File: src/rtl/debounce_multi_if.sv
// debounce_multi_if
//   Button-side bundle for debounce_multi. The conditioner sits on the
//   slave modport. Whoever drives the raw pins and consumes the clean
//   events (for example a testbench or the board top) uses the master modport.
//   Parameters:
//     N_CH    number of button channels
//   Signals (all N_CH wide):
//     i_btn   raw asynchronous button inputs
//     o_btn   debounced level
//     o_rise  one-cycle pulse on each debounced 0->1
//     o_fall  one-cycle pulse on each debounced 1->0
//     o_long  one-cycle long-press pulse (0 unless long-press is compiled in)
interface debounce_multi_if #(
    parameter int N_CH = 4
);
    logic [N_CH-1:0] i_btn;
    logic [N_CH-1:0] o_btn;
    logic [N_CH-1:0] o_rise;
    logic [N_CH-1:0] o_fall;
    logic [N_CH-1:0] o_long;

    modport master (
        output i_btn,
        input  o_btn,
        input  o_rise,
        input  o_fall,
        input  o_long
    );

    modport slave (
        input  i_btn,
        output o_btn,
        output o_rise,
        output o_fall,
        output o_long
    );
endinterface

File: src/rtl/debounce_multi.sv
// debounce_multi
//   Multi-channel push-button conditioner. Each channel has three stages:
//     1. It synchronises its raw input.
//     2. It rejects chatter shorter than STABLE_CNT sampled cycles.
//     3. It produces a registered clean level plus one-cycle rise/fall pulses.
//   If you define DEBOUNCE_LONG_PRESS_EN, the block also adds a per-channel
//   hold counter. That counter emits one o_long pulse when a press has been
//   held for LONG_CNT cycles. Without the macro, o_long is tied to 0.
//   Parameters:
//     N_CH         number of independent channels
//     SYNC_STAGES  synchroniser depth (>= 2)
//     STABLE_CNT   cycles a new level must persist before acceptance (>= 1)
//     LONG_CNT     held-pressed cycles before o_long (macro build only)
//     CNT_W        counter width, must hold max(STABLE_CNT, LONG_CNT)
//   Ports:
//     clk    system clock
//     reset  asynchronous active-high reset
//     bus    debounce_multi_if.slave (i_btn in; o_btn/o_rise/o_fall/o_long out)
module debounce_multi #(
    parameter int N_CH        = 4,
    parameter int SYNC_STAGES = 2,
    parameter int STABLE_CNT  = 1_000_000,
    parameter int LONG_CNT    = 100_000_000,
    parameter int CNT_W       = 27
) (
    input  logic            clk,
    input  logic            reset,
    debounce_multi_if.slave bus
);

    if (SYNC_STAGES < 2) begin : g_bad_sync
        $error("debounce_multi: SYNC_STAGES must be at least 2");
    end
    if (STABLE_CNT < 1) begin : g_bad_stable
        $error("debounce_multi: STABLE_CNT must be at least 1");
    end
    if (CNT_W < $clog2(STABLE_CNT + 1) || CNT_W < $clog2(LONG_CNT + 1)) begin : g_bad_width
        $error("debounce_multi: CNT_W too narrow for STABLE_CNT/LONG_CNT");
    end

    typedef enum logic {
        ST_STABLE,
        ST_PENDING
    } state_t;

    // Count value on which the STABLE_CNT-th consecutive mismatch is seen.
    localparam logic [CNT_W-1:0] STABLE_LAST = CNT_W'(STABLE_CNT - 1);

    logic [N_CH-1:0]  sync_q [SYNC_STAGES];
    logic [N_CH-1:0]  s;
    state_t           state_q [N_CH];
    logic [CNT_W-1:0] cnt_q [N_CH];
    logic [N_CH-1:0]  btn_q;
    logic [N_CH-1:0]  rise_q;
    logic [N_CH-1:0]  fall_q;
    logic [N_CH-1:0]  mismatch;
    logic [N_CH-1:0]  commit;

    assign s = sync_q[SYNC_STAGES-1];

    // A channel commits on the edge that samples its STABLE_CNT-th
    // consecutive mismatch. If STABLE_CNT is 1, that is the very first one.
    always_comb begin
        mismatch = s ^ btn_q;
        commit   = '0;
        for (int unsigned ch = 0; ch < N_CH; ch++) begin
            commit[ch] = mismatch[ch] &&
                         ((STABLE_CNT == 1) ||
                          (state_q[ch] == ST_PENDING && cnt_q[ch] == STABLE_LAST));
        end
    end

    always_ff @(posedge clk or posedge reset) begin
        if (reset) begin
            for (int unsigned k = 0; k < SYNC_STAGES; k++) begin
                sync_q[k] <= '0;
            end
            for (int unsigned ch = 0; ch < N_CH; ch++) begin
                state_q[ch] <= ST_STABLE;
                cnt_q[ch]   <= '0;
            end
            btn_q  <= '0;
            rise_q <= '0;
            fall_q <= '0;
        end else begin
            sync_q[0] <= bus.i_btn;
            for (int unsigned k = 1; k < SYNC_STAGES; k++) begin
                sync_q[k] <= sync_q[k-1];
            end
            rise_q <= '0;
            fall_q <= '0;
            for (int unsigned ch = 0; ch < N_CH; ch++) begin
                if (commit[ch]) begin
                    btn_q[ch]   <= s[ch];
                    rise_q[ch]  <= s[ch];
                    fall_q[ch]  <= ~s[ch];
                    state_q[ch] <= ST_STABLE;
                    cnt_q[ch]   <= '0;
                end else if (mismatch[ch]) begin
                    // STABLE enters PENDING at count 1; PENDING keeps counting.
                    state_q[ch] <= ST_PENDING;
                    cnt_q[ch]   <= cnt_q[ch] + 1'b1;
                end else begin
                    // One sampled agreement restarts the window.
                    state_q[ch] <= ST_STABLE;
                    cnt_q[ch]   <= '0;
                end
            end
        end
    end

    assign bus.o_btn  = btn_q;
    assign bus.o_rise = rise_q;
    assign bus.o_fall = fall_q;

`ifdef DEBOUNCE_LONG_PRESS_EN
    localparam logic [CNT_W-1:0] LONG_LAST = CNT_W'(LONG_CNT - 1);
    localparam logic [CNT_W-1:0] LONG_MAX  = CNT_W'(LONG_CNT);

    logic [CNT_W-1:0] hold_q [N_CH];
    logic [N_CH-1:0]  long_q;

    // The hold counter restarts on every commit, rise or fall. It then
    // counts the cycles o_btn stays 1 and saturates at LONG_CNT, so each
    // press yields at most one pulse.
    always_ff @(posedge clk or posedge reset) begin
        if (reset) begin
            for (int unsigned ch = 0; ch < N_CH; ch++) begin
                hold_q[ch] <= '0;
            end
            long_q <= '0;
        end else begin
            long_q <= '0;
            for (int unsigned ch = 0; ch < N_CH; ch++) begin
                if (commit[ch]) begin
                    hold_q[ch] <= '0;
                end else if (btn_q[ch] && hold_q[ch] != LONG_MAX) begin
                    hold_q[ch] <= hold_q[ch] + 1'b1;
                    long_q[ch] <= (hold_q[ch] == LONG_LAST);
                end
            end
        end
    end

    assign bus.o_long = long_q;
`else
    assign bus.o_long = '0;
`endif

endmodule

File: src/flat_wrapper.sv
// flat-port wrapper written by rule: the top's interface ports become plain ports
module debounce_multi_flat 
#(
    parameter int N_CH        = 4,
    parameter int SYNC_STAGES = 2,
    parameter int STABLE_CNT  = 1_000_000,
    parameter int LONG_CNT    = 100_000_000,
    parameter int CNT_W       = 27
)
  (clk, reset, bus_i_btn, bus_o_btn, bus_o_rise, bus_o_fall, bus_o_long);
  debounce_multi_if #(.N_CH(N_CH)) bus_i ();
  input  logic clk;
  input  logic reset;
  input wire logic [$bits(bus_i.i_btn)-1:0] bus_i_btn;
  output wire logic [$bits(bus_i.o_btn)-1:0] bus_o_btn;
  output wire logic [$bits(bus_i.o_rise)-1:0] bus_o_rise;
  output wire logic [$bits(bus_i.o_fall)-1:0] bus_o_fall;
  output wire logic [$bits(bus_i.o_long)-1:0] bus_o_long;
  assign bus_i.i_btn = bus_i_btn;
  assign bus_o_btn = bus_i.o_btn;
  assign bus_o_rise = bus_i.o_rise;
  assign bus_o_fall = bus_i.o_fall;
  assign bus_o_long = bus_i.o_long;
  debounce_multi #(.N_CH(N_CH), .SYNC_STAGES(SYNC_STAGES), .STABLE_CNT(STABLE_CNT), .LONG_CNT(LONG_CNT), .CNT_W(CNT_W)) u_core (.clk(clk), .reset(reset), .bus(bus_i));
endmodule
File: config.mk
export PLATFORM = sky130hd
export DESIGN_NAME = debounce_multi_flat
export DESIGN_NICKNAME = d
export VERILOG_FILES = /design/src/rtl/debounce_multi_if.sv /design/src/rtl/debounce_multi.sv /design/src/flat_wrapper.sv
export SDC_FILE = /design/constraint.sdc
export NUM_CORES = 1
export LEC_CHECK = 0
export CAP_MARGIN = 15
export CORE_ASPECT_RATIO = 2
export CORE_MARGIN = 3
export CORE_UTILIZATION = 55
export DETAILED_ROUTE_END_ITERATION = 6
export PLACE_DENSITY = 0.84
export SYNTH_ARGS = -nofsm -noshare
export SYNTH_HDL_FRONTEND = slang
export SYNTH_SLANG_ARGS = --single-unit
export TNS_END_PERCENT = 30
File: constraint.sdc
create_clock -name clk -period 4.1 [get_ports clk]
set_input_delay 0.82 -clock clk [delete_from_list [all_inputs] [get_ports clk]]
set_output_delay 0.82 -clock clk [all_outputs]
set_load 0.01 [all_outputs]
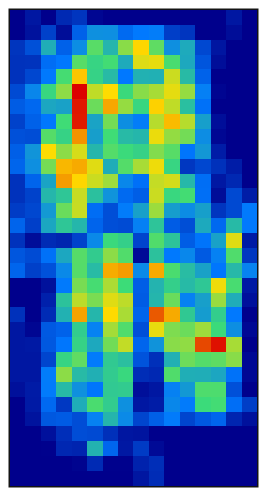
*Wiring heat map*
Scale: 3 px per um. The die is cut into 16 by 32 equal tiles; dark blue is low, red is high, scaled to the fullest tile. Values are wire area over tile area, all layers added.
tiles over half the peak	23%
fullest tile	0.56
nearly empty tiles	19%
mean over tiles	0.16
total track usage: 0.2225
vias: 4928
WL final: 13.30 mm
post-detailed-route wirelength per cell: 16.48 um

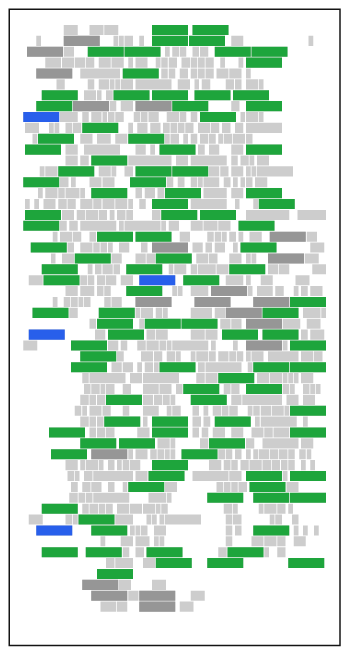
*Where the registers sit*
Scale: 4 px per um.
color	signal	placed flops
green	u_core.cnt_q	108
blue	u_core.sync_q	4
not colored	20
post-route core utilization: 0.6413
register area: 3303 um^2

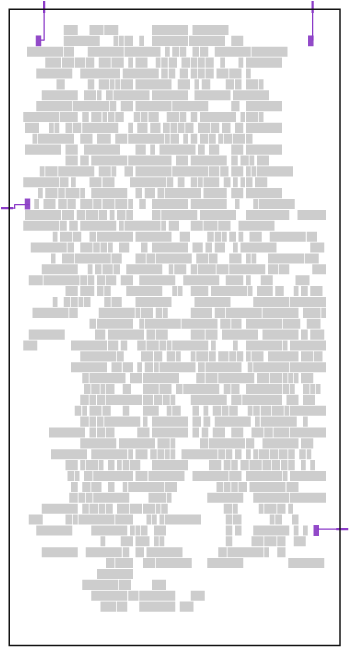
*Wires at chosen ports, followed through buffers*
Scale: 4 px per um.
color	port	bits	direction	edge	end cells	buffers	wire
purple	bus_o_long	4	output	2 north, 1 east, 1 west	4	0	25.8 um
Port Buf Inserts: 17
num ports: 22

==> reports/metrics.yaml <==
status:
  status: "completed"
layout:
  fill_cells: 859
  clock_area_frac: 0.08213
  antenna_cells: 0
  comb_share: 0.3983
floorplanning:
  fp.dieH_um: 158.7
setup_path:
  worstSetupStartpoint: "u_core.cnt_q[0]"
  start_kind: "flop"
  crit_end: "u_core.cnt_q[26]"
  r2r-end: "u_core.cnt_q[26]"
timing:
  tns_ps: 0
  period_needed_ps: 2355
  worst_slack_ps: 1745
yosys:
  synth.cellmix.compoundShare: 0.08511
  synth.logic.top_family: "simple AND/OR/NAND/NOR gates"
  ys_area_um2: 6410
placement:
  hpwl_mm: 8.797
global_route:
  grtUsageMet2: 0.3936
  grt_pass1_vias: 5027
cts:
  cts_inserted_buffers: 17
  htreeDepth: 4
pwr:
  clockPowerShare: 0.518
job:
  maxCapViolations: 0
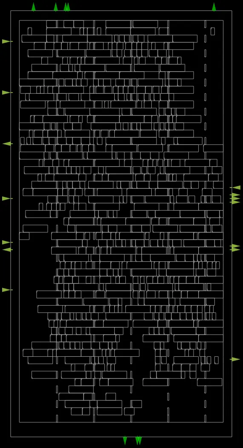
*Cell placement*
num tapcells: 142
core area: 11350 um^2
Seq/total area: 0.4536
Layout Cells excl Fill: 807
Flop Count: 132

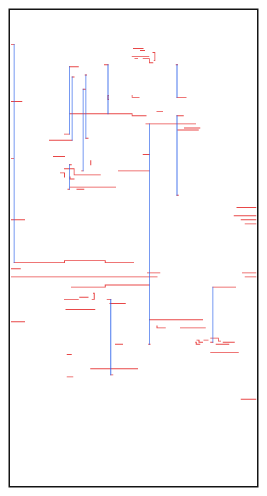
*Signal wires by layer*
Scale: 3 px per um. Only two layers are drawn.
color	layer	wire length
red	metal 3	441 um
blue	metal 4	343 um

Power figures rest on the tool's default switching activity, not on a simulated workload.
